==> config.mk <==
export PLATFORM = sky130hd
export DESIGN_NAME = reg_disp_scanner
export DESIGN_NICKNAME = d
export VERILOG_FILES = /design/src/rtl/reg_disp_scanner.sv
export SDC_FILE = /design/constraint.sdc
export NUM_CORES = 1
export LEC_CHECK = 0
export CORE_MARGIN = 5
export CORE_UTILIZATION = 50
export DETAILED_ROUTE_END_ITERATION = 10
export GPL_TIMING_DRIVEN = 0
export PLACE_DENSITY = 0.75
export SLEW_MARGIN = 10
export SYNTH_ARGS = -nofsm -noshare
export SYNTH_HDL_FRONTEND = slang
export SYNTH_SLANG_ARGS = --single-unit
==> constraint.sdc <==
create_clock -name boardclk -period 7.78 [get_ports boardclk]
set_input_delay 1.556 -clock boardclk [delete_from_list [all_inputs] [get_ports boardclk]]
set_output_delay 1.556 -clock boardclk [all_outputs]
set_load 0.02 [all_outputs]
==> src/rtl/reg_disp_scanner.sv <==
// Register-file display scanner: manual or timed round-robin selection of one
// tapped register, with an optional frozen snapshot. `DISP_CHANGE_FLAG_EN adds disp_changed.
module reg_disp_scanner #(
  parameter int NREG  = 16,
  parameter int W     = 16,
  parameter int SELW  = 4,
  parameter int DWELL = 50000000
) (
  input  logic              boardclk,
  input  logic              rst,
  input  logic [NREG*W-1:0] reg_flat,
  input  logic [SELW-1:0]   show,
  input  logic              auto_en,
  input  logic              freeze,
  output logic [W-1:0]      disp,
  output logic [SELW-1:0]   disp_idx,
  output logic              disp_valid,
  output logic              step_pulse
`ifdef DISP_CHANGE_FLAG_EN
  ,
  output logic              disp_changed
`endif
);

  localparam int NSLOT = 2 ** SELW;
  localparam int CW    = $clog2(DWELL);

  localparam logic [SELW:0] NREG_L     = (SELW + 1)'(NREG);
  localparam logic [SELW:0] LAST_L     = (SELW + 1)'(NREG - 1);
  localparam logic [CW-1:0] DWELL_LAST = CW'(DWELL - 1);

  typedef enum logic {MANUAL, AUTO} idx_state_t;
  typedef enum logic {LIVE, HELD}   cap_state_t;

  idx_state_t idx_state, idx_state_nx;
  cap_state_t cap_state, cap_state_nx;

  logic [SELW-1:0] idx, idx_nx, idx_wrap;
  logic [CW-1:0]   cnt, cnt_nx;
  logic            step_nx;
  logic            idx_valid, nx_valid;
  logic            capture, use_snap;
  logic [W-1:0]    disp_nx;

  logic [W-1:0] snap   [NREG];
  logic [W-1:0] live_v [NSLOT];
  logic [W-1:0] snap_v [NSLOT];

  // ---------------------------------------------------------------------------
  // State register (both FSMs plus scan position and dwell counter)
  // ---------------------------------------------------------------------------
  // NOTE: sequential state uses non-blocking assignments so every register
  // samples the pre-edge values of the others, independent of statement order.
  always_ff @(posedge boardclk or negedge rst) begin
    if (!rst) begin
      idx_state <= MANUAL;
      cap_state <= LIVE;
      idx       <= '0;
      cnt       <= '0;
    end else begin
      idx_state <= idx_state_nx;
      cap_state <= cap_state_nx;
      idx       <= idx_nx;
      cnt       <= cnt_nx;
    end
  end

  // ---------------------------------------------------------------------------
  // Next-state logic
  // ---------------------------------------------------------------------------
  // NOTE: every combinational output gets a default before the case so no
  // path leaves it unassigned, which would otherwise infer a latch.
  always_comb begin
    idx_state_nx = idx_state;
    unique case (idx_state)
      MANUAL: if (auto_en)  idx_state_nx = AUTO;
      AUTO:   if (!auto_en) idx_state_nx = MANUAL;
    endcase
  end

  always_comb begin
    cap_state_nx = freeze ? HELD : LIVE;
  end

  // ---------------------------------------------------------------------------
  // FSM outputs: next index, dwell count and step request
  // ---------------------------------------------------------------------------
  assign idx_valid = ({1'b0, idx} < NREG_L);
  assign idx_wrap  = ({1'b0, idx} == LAST_L) ? '0 : idx + 1'b1;

  always_comb begin
    idx_nx  = idx;
    cnt_nx  = '0;
    step_nx = 1'b0;
    unique case (idx_state)
      MANUAL: begin
        // Entering the scan keeps the current position unless it is unusable.
        if (auto_en) idx_nx = idx_valid ? idx : '0;
        else         idx_nx = show;
      end
      AUTO: begin
        if (!auto_en) begin
          idx_nx = show;
        end else if (cnt == DWELL_LAST) begin
          idx_nx  = idx_wrap;
          step_nx = 1'b1;
        end else begin
          cnt_nx = cnt + 1'b1;
        end
      end
    endcase
  end

  // ---------------------------------------------------------------------------
  // Snapshot capture
  // ---------------------------------------------------------------------------
  assign capture  = (cap_state == LIVE) && freeze;
  // On the capture edge the snapshot equals this edge's reg_flat, so live data
  // is the right source for that one cycle.
  assign use_snap = (cap_state == HELD) && freeze;

  // NOTE: the snapshot is a small register bank, not a RAM, so it is reset
  // with everything else; a stale frozen set must never survive a reset.
  always_ff @(posedge boardclk or negedge rst) begin
    if (!rst) begin
      for (int i = 0; i < NREG; i++) snap[i] <= '0;
    end else if (capture) begin
      for (int i = 0; i < NREG; i++) snap[i] <= reg_flat[i*W +: W];
    end
  end

  // Index-addressable views padded to the full index range; unused slots
  // read as zero, which gives the out-of-range display for free.
  for (genvar i = 0; i < NSLOT; i++) begin : g_slot
    if (i < NREG) begin : g_on
      assign live_v[i] = reg_flat[i*W +: W];
      assign snap_v[i] = snap[i];
    end else begin : g_off
      assign live_v[i] = '0;
      assign snap_v[i] = '0;
    end
  end

  assign nx_valid = ({1'b0, idx_nx} < NREG_L);
  assign disp_nx  = use_snap ? snap_v[idx_nx] : live_v[idx_nx];

  // ---------------------------------------------------------------------------
  // Registered outputs
  // ---------------------------------------------------------------------------
  always_ff @(posedge boardclk or negedge rst) begin
    if (!rst) begin
      disp       <= '0;
      disp_valid <= 1'b0;
      step_pulse <= 1'b0;
    end else begin
      disp       <= disp_nx;
      disp_valid <= nx_valid;
      step_pulse <= step_nx;
    end
  end

  assign disp_idx = idx;

`ifdef DISP_CHANGE_FLAG_EN
  always_ff @(posedge boardclk or negedge rst) begin
    if (!rst) disp_changed <= 1'b0;
    else      disp_changed <= (disp_nx != disp);
  end
`endif

  // An advance always lands on a real register, and invalid slots show zero.
  a_step_valid : assert property (@(posedge boardclk) disable iff (!rst)
    step_pulse |-> disp_valid);
  a_invalid_zero : assert property (@(posedge boardclk) disable iff (!rst)
    !disp_valid |-> (disp == '0));

endmodule

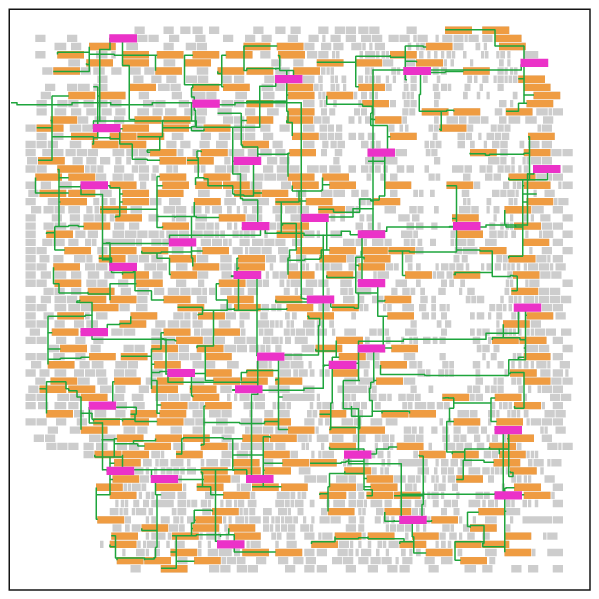
**Above:** run 1 (clock wires, drivers and flops).
Drawn at 3 px/µm.
- flip-flops: orange (count 306)
- clock wires: green (length 4200 µm)
- clock-net drivers: magenta (count 35)
- routed clock nets: 36
- flops lie: all over the die

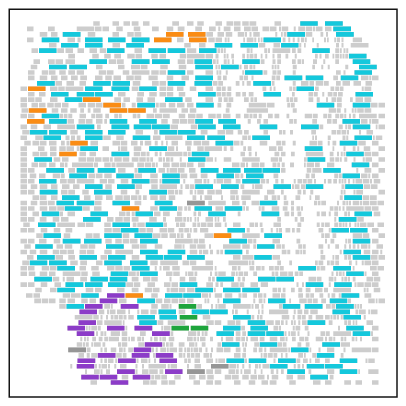
**Above:** run 1 (register map, names as in the netlist).
Drawn at 2 px/µm. Other sequential cells in the stronger gray, the rest of the logic in the fainter gray.
- cnt: purple (sequential cells 26; where bottom left)
- disp_idx: green (sequential cells 4; where bottom middle)
- snap: cyan (sequential cells 256; where all over the die)
- disp: orange (sequential cells 16)
- not colored: 4

==> impl_metrics.py, run 1 <==
# Physical implementation metrics
metrics = {
    "cells_and_area": {
        "finalNonFillerCells": 2412,
        "largestClassByArea": "multi-input combinational cells",
        "n_fill_cell": 2722,
        "buffers_excl_clock": 431,
        "final_cell_area_um2": 21480,
        "area_delta_synth_final_pct": 28.17,
        "register_area_um2": 7657,
        "top_regs": "snap x256, cnt x26, disp x16",
        "flops": 306,
        "final_layout_size_suffix_gt1_frac": 0.1668,
        "final-nonclk-buf-share": 0.1673,
        "utilization": 0.6453,
        "nClkBuffers": 56,
    },
    "power_and_ir_drop": {
        "net-switching-power_w": 0.001393,
        "powerDensity_nw_per_um2": 221.6,
        "powerSeq_w": 0.00192,
        "p_clk_w": 0.00175,
        "irDropWorstVdd_mv": 0.1406,
        "powerComb_w": 0.00109,
        "sequentialPowerShare": 0.404,
        "p_int_w": 0.003366,
        "clkPwrFrac": 0.367,
    },
    "yosys": {
        "edf_count": 0,
        "ys_sh_mux": 0.2441,
        "largest_area_cell": "dfrtp_1",
        "top_cell": "dfrtp_1",
        "syn_avg_cell_area_um2": 10.41,
        "synth_flop_count": 306,
        "xor_area_frac": 0.01150,
        "logic_family": "multiplexers",
        "topCellsByArea": "dfrtp_1 46%, mux2_2 13%, mux2i_1 11%",
        "synth_cell_types": 52,
        "ys_seq_frac": 0.4570,
        "ys_warn_count": 0,
        "ff_type": "dfrtp_1",
        "ys_cells": 1610,
        "ys_sh_simple": 0.05944,
        "synthTopCellsByCount": "306 x dfrtp_1, 197 x mux2_2, 187 x mux2i_1",
    },
    "placed_design": {
        "gp_congestion": 1.082,
        "dp.cells": 2346,
        "dp_slack_ns": 2.694,
        "place_area_um2": 20260,
    },
    "timing": {
        "maxSlewViolCount": 0,
        "fin_crit_sh": 0.6027,
        "worstMarginPinSlew_ns": 0.9315,
        "hold-worst-slack_ns": 0.4804,
        "finalSetupViolations": 0,
        "hold_viol": 0,
        "worst_slack_ns": 3.091,
        "max-slew-margin-rel": 0.3790,
        "timing.fmax_ghz": 0.2133,
        "finClkSkew_ns": 0.02014,
        "rsz0062_at_grt": "false",
        "tns_ns": 0,
    },
    "routing": {
        "drc": 0,
        "antenna_left": 0,
        "met3_length_mm": 5.411,
        "routed-wl-met2_mm": 28.65,
        "drt_iter0_markers": 1413,
        "viasPerCell": 6.124,
        "vias": 14770,
        "highest-signal-layer": "met5",
    },
    "critical_path": {
        "cp-end-kind": "flop",
        "timing.critical_path.cells": "clkdlybuf4s50_1, clkbuf_1, or2_2, clkbuf_1, clkbuf_1, clkbuf_1, a31oi_1, a211oi_1, o21ai_1, nand4_1, nor3_1",
        "cp_slowest_cell": "clkbuf_1",
        "cpMostUsedCell": "clkbuf_1",
        "rr_startpoint": "cnt[0]",
        "reg2reg_slack_ns": 3.82,
        "worst_ep_required_time_ns": 8.18,
        "cp-start-kind": "input port",
        "rr_endpoint": "disp[5]",
    },
    "floorplan": {
        "chipWidth_um": 193.1,
        "core_area_um2": 33280,
        "fp_util": 0.5035,
        "die_y_um": 193.1,
        "taps": 448,
        "chipArea_um2": 37270,
        "io_pins": 286,
    },
    "status": {
        "outcome": "complete, no violations",
    },
    "min_path": {
        "min_to": "snap[235]",
        "hold_depth": 2,
        "hold_class": "reg2reg",
    },
    "run": {
        "maxCapViolations": 0,
    },
    "cts": {
        "cts_buffer_depth": 3,
        "htree_levels": 2,
        "cts_resized": 0,
        "cts_tree": "done",
        "clock-sinks": 306,
        "postCtsSetupRepairBufs": 0,
        "path_clk_slew_ns": 0.06,
    },
    "global_route": {
        "grt_max_degree": 89,
        "grt_use_met2": 0.5242,
        "use_met1": 0.4249,
        "grt_pass1_wl_mm": 89.75,
    },
}
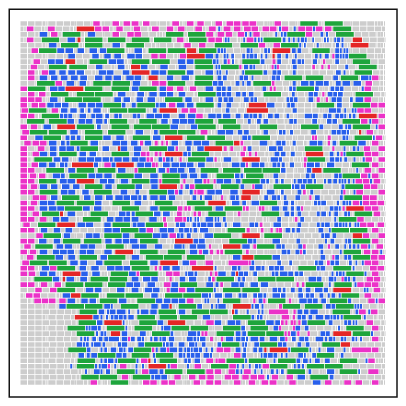
**Above:** run 1 (cells colored by class).
Drawn at 2 px/µm. Fill, decap, tap and diode cells in gray.
- remaining buffers and delay cells: magenta (cells 431)
- clock drivers and dummy loads: red (cells 63)
- registers: green (cells 306)
- remaining logic cells: blue (cells 1161)

-- run 1: cells in the final DEF, fill, tap and decap left out, types with 4 or more instances in the layout --
master	count
a211oi_1	122
a21oi_1	7
a31oi_1	123
and3_1	8
and4_1	4
buf_2	54
buf_4	5
buf_6	4
clkbuf_1	87
clkbuf_16	36
clkbuf_8	11
clkdlybuf4s50_1	284
dfrtp_1	306
inv_1	127
mux2_2	197
mux2i_1	187
nand2_1	87
nand3_1	14
nand4_1	20
nor2_1	32
nor3_1	17
o21ai_0	109
o21ai_1	16
o22ai_1	30
xnor2_1	10
xor2_1	12
-- run 1: critical path: cells and delay by family --
kind | cells | cell delay [ns]
buf+inv | 5 | 2.07
compound gates | 3 | 0.84
simple gates | 3 | 0.60
**Run 1: track usage over the die**

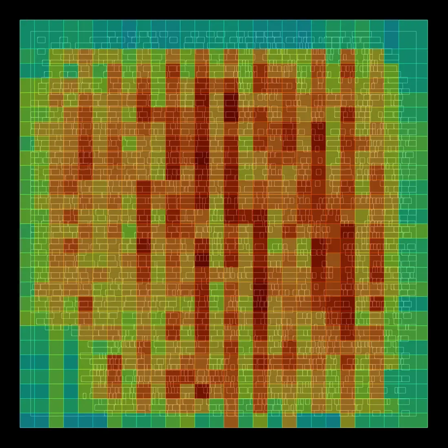

## Run 2: what changed since run 1
==> constraint.sdc (replaced) <==
create_clock -name boardclk -period 4.7 [get_ports boardclk]
set_input_delay 0.94 -clock boardclk [delete_from_list [all_inputs] [get_ports boardclk]]
set_output_delay 0.94 -clock boardclk [all_outputs]
set_load 0.02 [all_outputs]
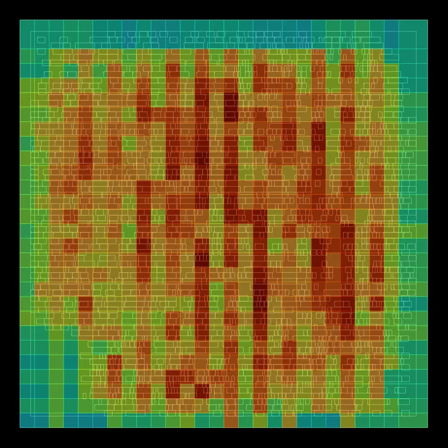
**Above:** run 2 (track usage over the die).
final core utilization: 0.6453
total global-route track usage: 0.3201

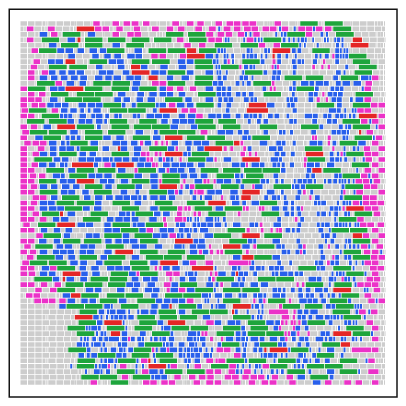
**Above:** run 2 (cells colored by class).
Drawn at 2 px/µm. Fill, decap, tap and diode cells in gray.
- clock drivers and dummy loads: red (cells 63)
- registers: green (cells 306)
- remaining buffers and delay cells: magenta (cells 431)
- remaining logic cells: blue (cells 1161)

==> impl_metrics.py, run 2 <==
# Physical implementation metrics
metrics = {
    "cells_and_area": {
        "n_fill_cell": 2722,
        "area_delta_synth_final_pct": 28.17,
        "buffers_excl_clock": 431,
        "nClkBuffers": 56,
        "layout_top_cell": "dfrtp_1",
        "flops": 306,
        "register_area_um2": 7657,
        "final-nonclk-buf-share": 0.1673,
        "top_regs": "snap x256, cnt x26, disp x16",
        "final_cell_area_um2": 21480,
        "largestClassByArea": "multi-input combinational cells",
        "final_layout_size_suffix_gt1_frac": 0.1668,
    },
    "global_route": {
        "grt_use_met2": 0.5242,
        "grt_max_degree": 89,
        "use_met1": 0.4249,
    },
    "power_and_ir_drop": {
        "clkPwrFrac": 0.367,
        "powerSeq_w": 0.00318,
        "p_int_w": 0.005572,
        "irDropWorstVdd_mv": 0.2327,
        "powerComb_w": 0.00180,
        "net-switching-power_w": 0.002306,
    },
    "critical_path": {
        "cp_slowest_cell": "clkbuf_1",
        "crit_cells": 11,
        "worst_ep_required_time_ns": 5.10,
        "cp-end-kind": "flop",
        "timing.critical_path.cells": "clkdlybuf4s50_1, clkbuf_1, or2_2, clkbuf_1, clkbuf_1, clkbuf_1, a31oi_1, a211oi_1, o21ai_1, nand4_1, nor3_1",
        "cp-start-kind": "input port",
        "cpMostUsedCell": "clkbuf_1",
        "reg2reg_slack_ns": 0.74,
        "path_buffers": 5,
    },
    "run": {
        "maxCapViolations": 0,
    },
    "floorplan": {
        "taps": 448,
        "die_y_um": 193.1,
        "chipWidth_um": 193.1,
        "core_area_um2": 33280,
        "fp_util": 0.5035,
        "chipArea_um2": 37270,
    },
    "routing": {
        "viasPerCell": 6.124,
        "met3_length_mm": 5.411,
        "drt_iter0_markers": 1413,
        "highest-signal-layer": "met5",
        "vias": 14770,
        "drc": 0,
        "antenna_left": 0,
    },
    "cts": {
        "cts_tree": "done",
        "htree_levels": 2,
        "clock-sinks": 306,
        "cts_buffer_depth": 3,
    },
    "yosys": {
        "ys_seq_frac": 0.4570,
        "largest_area_cell": "dfrtp_1",
        "topCellsByArea": "dfrtp_1 46%, mux2_2 13%, mux2i_1 11%",
        "synth_flop_count": 306,
        "ff_type": "dfrtp_1",
        "ys_cells": 1610,
    },
    "timing": {
        "rsz0062_at_grt": "false",
        "tns_ns": 0,
        "worst_slack_ns": 0.6272,
        "timing.fmax_ghz": 0.2455,
        "maxSlewViolCount": 0,
        "finalSetupViolations": 0,
        "max-slew-margin-rel": 0.3790,
        "worstMarginPinSlew_ns": 0.9315,
        "fin_crit_sh": 0.8666,
    },
    "status": {
        "outcome": "complete, no violations",
    },
    "placed_design": {
        "gp_congestion": 1.082,
        "dp_slack_ns": 0.2297,
        "dp.cells": 2346,
        "place_area_um2": 20260,
    },
}
==> run 2: cell counts after synthesis <==
Identical to the previous run, type by type.
==> run 2: final timing paths <==
kind	to	start
max	disp[5]	auto_en
min	snap[167]	rst
max reg2reg	disp[5]	cnt[0]
min reg2reg	snap[235]	snap[235]
max in group asynchronous	snap[249]	rst
min in group boardclk	snap[235]	snap[235]
==> run 2: cell families (layout without fill, tap and decap cells) <==
logic type	Yosys count	count (layout)	share of synthesized area
XOR/XNOR	22	22	0.01150
AND/OR/NAND/NOR	203	203	0.05944
adder cells (fa/ha/maj)	2	2	0.001493
buffers and inverters	271	622	0.06765
AND-OR/OR-AND	421	421	0.1586
other	1	4	0.0002238
multiplexers	384	384	0.2441
flip-flops	306	306	0.4570
**Run 2: floorplan with the power grid**

Drawn at 2 px/µm. Pins as bars on the die edge.
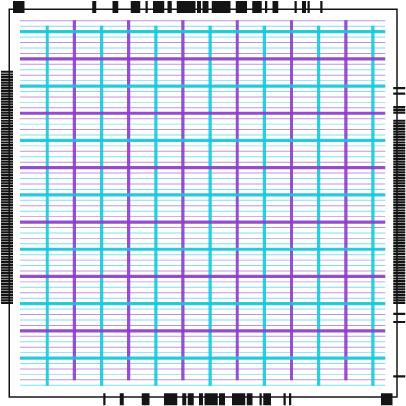

## Run 3: what changed since run 2
--- a/config.mk
+++ b/config.mk
@@ -6,10 +6,10 @@
 export NUM_CORES = 1
 export LEC_CHECK = 0
 export CORE_MARGIN = 5
-export CORE_UTILIZATION = 50
+export CORE_UTILIZATION = 49
 export DETAILED_ROUTE_END_ITERATION = 10
 export GPL_TIMING_DRIVEN = 0
-export PLACE_DENSITY = 0.75
+export PLACE_DENSITY = 0.77
 export SLEW_MARGIN = 10
 export SYNTH_ARGS = -nofsm -noshare
 export SYNTH_HDL_FRONTEND = slang
==> constraint.sdc (replaced) <==
create_clock -name boardclk -period 3.4 [get_ports boardclk]
set_input_delay 0.68 -clock boardclk [delete_from_list [all_inputs] [get_ports boardclk]]
set_output_delay 0.68 -clock boardclk [all_outputs]
set_load 0.02 [all_outputs]
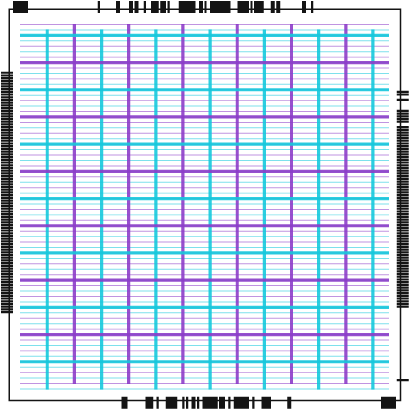
**Above:** run 3 (floorplan with the power grid).
Drawn at 2 px/µm. Pins as bars on the die edge.
- VSS: cyan
- VDD: purple
- signal pins: 286
- met4 straps: 13
- met5 straps: 13
- met1 rails: 68
- rows: 67

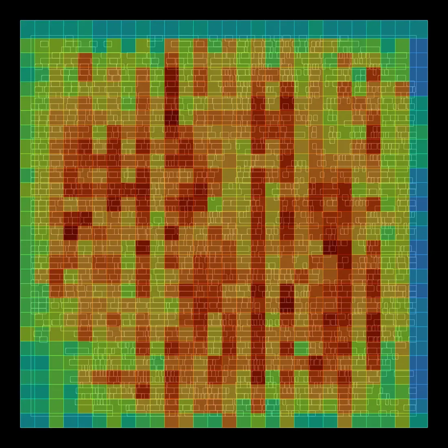
**Above:** run 3 (track usage over the die).
total global-route track usage: 0.3229
M2 GR Usage: 0.5161

==> impl_metrics.py, run 3 <==
# Physical implementation metrics
metrics = {
    "status": {
        "outcome": "complete, no violations",
    },
    "cells_and_area": {
        "most-common-layout-cells": "305 x dfrtp_1, 284 x clkdlybuf4s50_1, 197 x mux2_2",
        "utilization": 0.6583,
        "largest_reg_flops": 256,
        "area_delta_synth_final_pct": 32.06,
        "finalNonFillerCells": 2419,
        "layout_top_cell": "dfrtp_1",
        "top_register": "snap",
        "top_regs": "snap x256, cnt x26, disp x16",
        "final_layout_size_suffix_gt1_frac": 0.2225,
        "final_cell_area_um2": 22130,
    },
    "cts": {
        "postCtsSetupRepairBufs": 0,
        "cts_root_buffer": "clkbuf_16",
        "cts_tree": "done",
        "cts_made_buffers": 37,
        "cts_buffer_depth": 3,
        "cts_hold_buf": 0,
        "clock-sinks": 306,
        "clk_latency_ns": 0.52,
        "cts_resized": 73,
        "htree_levels": 2,
        "path_clk_slew_ns": 0.06,
    },
    "yosys": {
        "ff_type": "dfrtp_1",
        "ys_sh_simple": 0.05944,
        "syn_avg_cell_area_um2": 10.41,
        "top_cell": "dfrtp_1",
        "synth_flop_count": 306,
        "edf_count": 0,
        "ys_sh_mux": 0.2441,
        "synth_area_um2": 16760,
        "ys_cells": 1610,
        "ys_seq_frac": 0.4570,
        "topCellsByArea": "dfrtp_1 46%, mux2_2 13%, mux2i_1 11%",
        "synthTopCellsByCount": "306 x dfrtp_1, 197 x mux2_2, 187 x mux2i_1",
        "ys_warn_count": 0,
        "synth_cell_types": 52,
        "largest_area_cell": "dfrtp_1",
        "xor_area_frac": 0.01150,
        "synth_nets": 1876,
        "synth_compound_gate_area_share": 0.1586,
        "logic_family": "multiplexers",
        "top_area_frac": 0.4570,
        "ys_async_sr_fraction": 1.000,
        "synthAdderAreaFrac": 0.001493,
    },
    "routing": {
        "drc": 0,
        "viasPerCell": 6.225,
        "wl_per_cell_um": 26.48,
        "vias": 15060,
        "antenna_left": 0,
        "first_pass_iters": 7,
        "wl_mm": 64.06,
        "drt_iter0_markers": 1435,
    },
    "timing": {
        "worst_slack_ns": 0.01231,
        "finalSetupViolations": 0,
        "timing.fmax_ghz": 0.2952,
        "finClkSkew_ns": 0.01653,
        "max-slew-margin-rel": 0.3916,
        "fin_crit_sh": 0.9964,
        "maxSlewViolCount": 0,
        "worstMarginPinSlew_ns": 0.9125,
        "hold-worst-slack_ns": 0.2076,
        "hold_viol": 0,
        "timing.final.crit_period_ns": 3.388,
        "tns_ns": 0,
    },
    "global_route": {
        "grt_pass1_vias": 15270,
        "grt-ovfl-total": 0,
        "grt_max_degree": 112,
        "grt_pass1_wl_mm": 94.75,
    },
    "power_and_ir_drop": {
        "sequentialPowerShare": 0.396,
        "irDropWorstVdd_mv": 0.3334,
        "net-switching-power_w": 0.003316,
        "clkPwrFrac": 0.366,
        "powerDensity_nw_per_um2": 503.3,
        "power_w": 0.01114,
        "powerSeq_w": 0.00441,
        "maxPowerGroup": "sequential cells",
        "comb_power_share": 0.238,
        "powerComb_w": 0.00265,
        "p_clk_w": 0.00407,
        "p_int_w": 0.007821,
        "swShare": 0.2978,
    },
    "run": {
        "warnings": 32,
        "maxCapViolations": 0,
    },
    "floorplan": {
        "io_pins": 286,
        "die_y_um": 194.9,
        "fp-row-count": 67,
        "chipWidth_um": 194.9,
        "chipArea_um2": 37990,
        "core_area_um2": 33620,
        "fp_util": 0.4985,
    },
    "critical_path": {
        "crit_cells": 11,
        "rr_worst_depth": 11,
        "cp-start-kind": "flop",
        "reg2reg_slack_ns": 0.01,
        "cp-end-kind": "flop",
        "worst-setup-path-type": "reg2reg",
        "timing.critical_path.cells": "ha_1, and3_2, and4_1, a211o_1, clkbuf_4, clkbuf_1, a31oi_1, a211oi_1, o21ai_1, nand4_1, nor3_1",
        "cp_slowest_cell": "dfrtp_1",
        "startpoint": "cnt[0]",
        "crit_family": "simple AND/OR/NAND/NOR gates",
        "setup.worst_path.end": "disp[12]",
        "path_buffers": 2,
        "critPathMaxFanout": 10,
        "rr_startpoint": "cnt[0]",
        "worstPathArrival_ns": 3.80,
        "worst_ep_required_time_ns": 3.82,
        "rr_endpoint": "disp[12]",
    },
    "placed_design": {
        "dp_slack_ns": -0.9618,
        "gp_congestion": 0.9842,
        "place_area_um2": 20230,
        "hpwl_mm": 47.47,
        "portBuffers": 285,
        "dp.cells": 2345,
    },
    "min_path": {
        "hold_class": "in2async",
    },
}
[run 3: cell counts after synthesis]
Identical to the previous run, type by type.
[run 3: layout make-up]
| cell class | instances | area, µm² |
|---|---|---|
| Fill cell | 2632 | 11490 |
| Multi-Input combinational cell | 1033 | 8507 |
| Sequential cell | 306 | 7659 |
| Timing Repair Buffer | 292 | 2950 |
| Clock buffer | 51 | 1049 |
| Buffer | 139 | 723.2 |
| Tap cell | 448 | 560.5 |
| Inverter | 128 | 480.5 |
| Clock inverter | 15 | 182.7 |
| Antenna cell | 7 | 17.52 |
[run 3: layer usage]
metal  global-route usage  wire (µm)  vias up
met5                    0         41        -
met4               0.1340       2999        6
met3              0.06042       4810      163
met2               0.5161      29780      810
met1               0.4344      26430     7552
li1                     -          -     6527
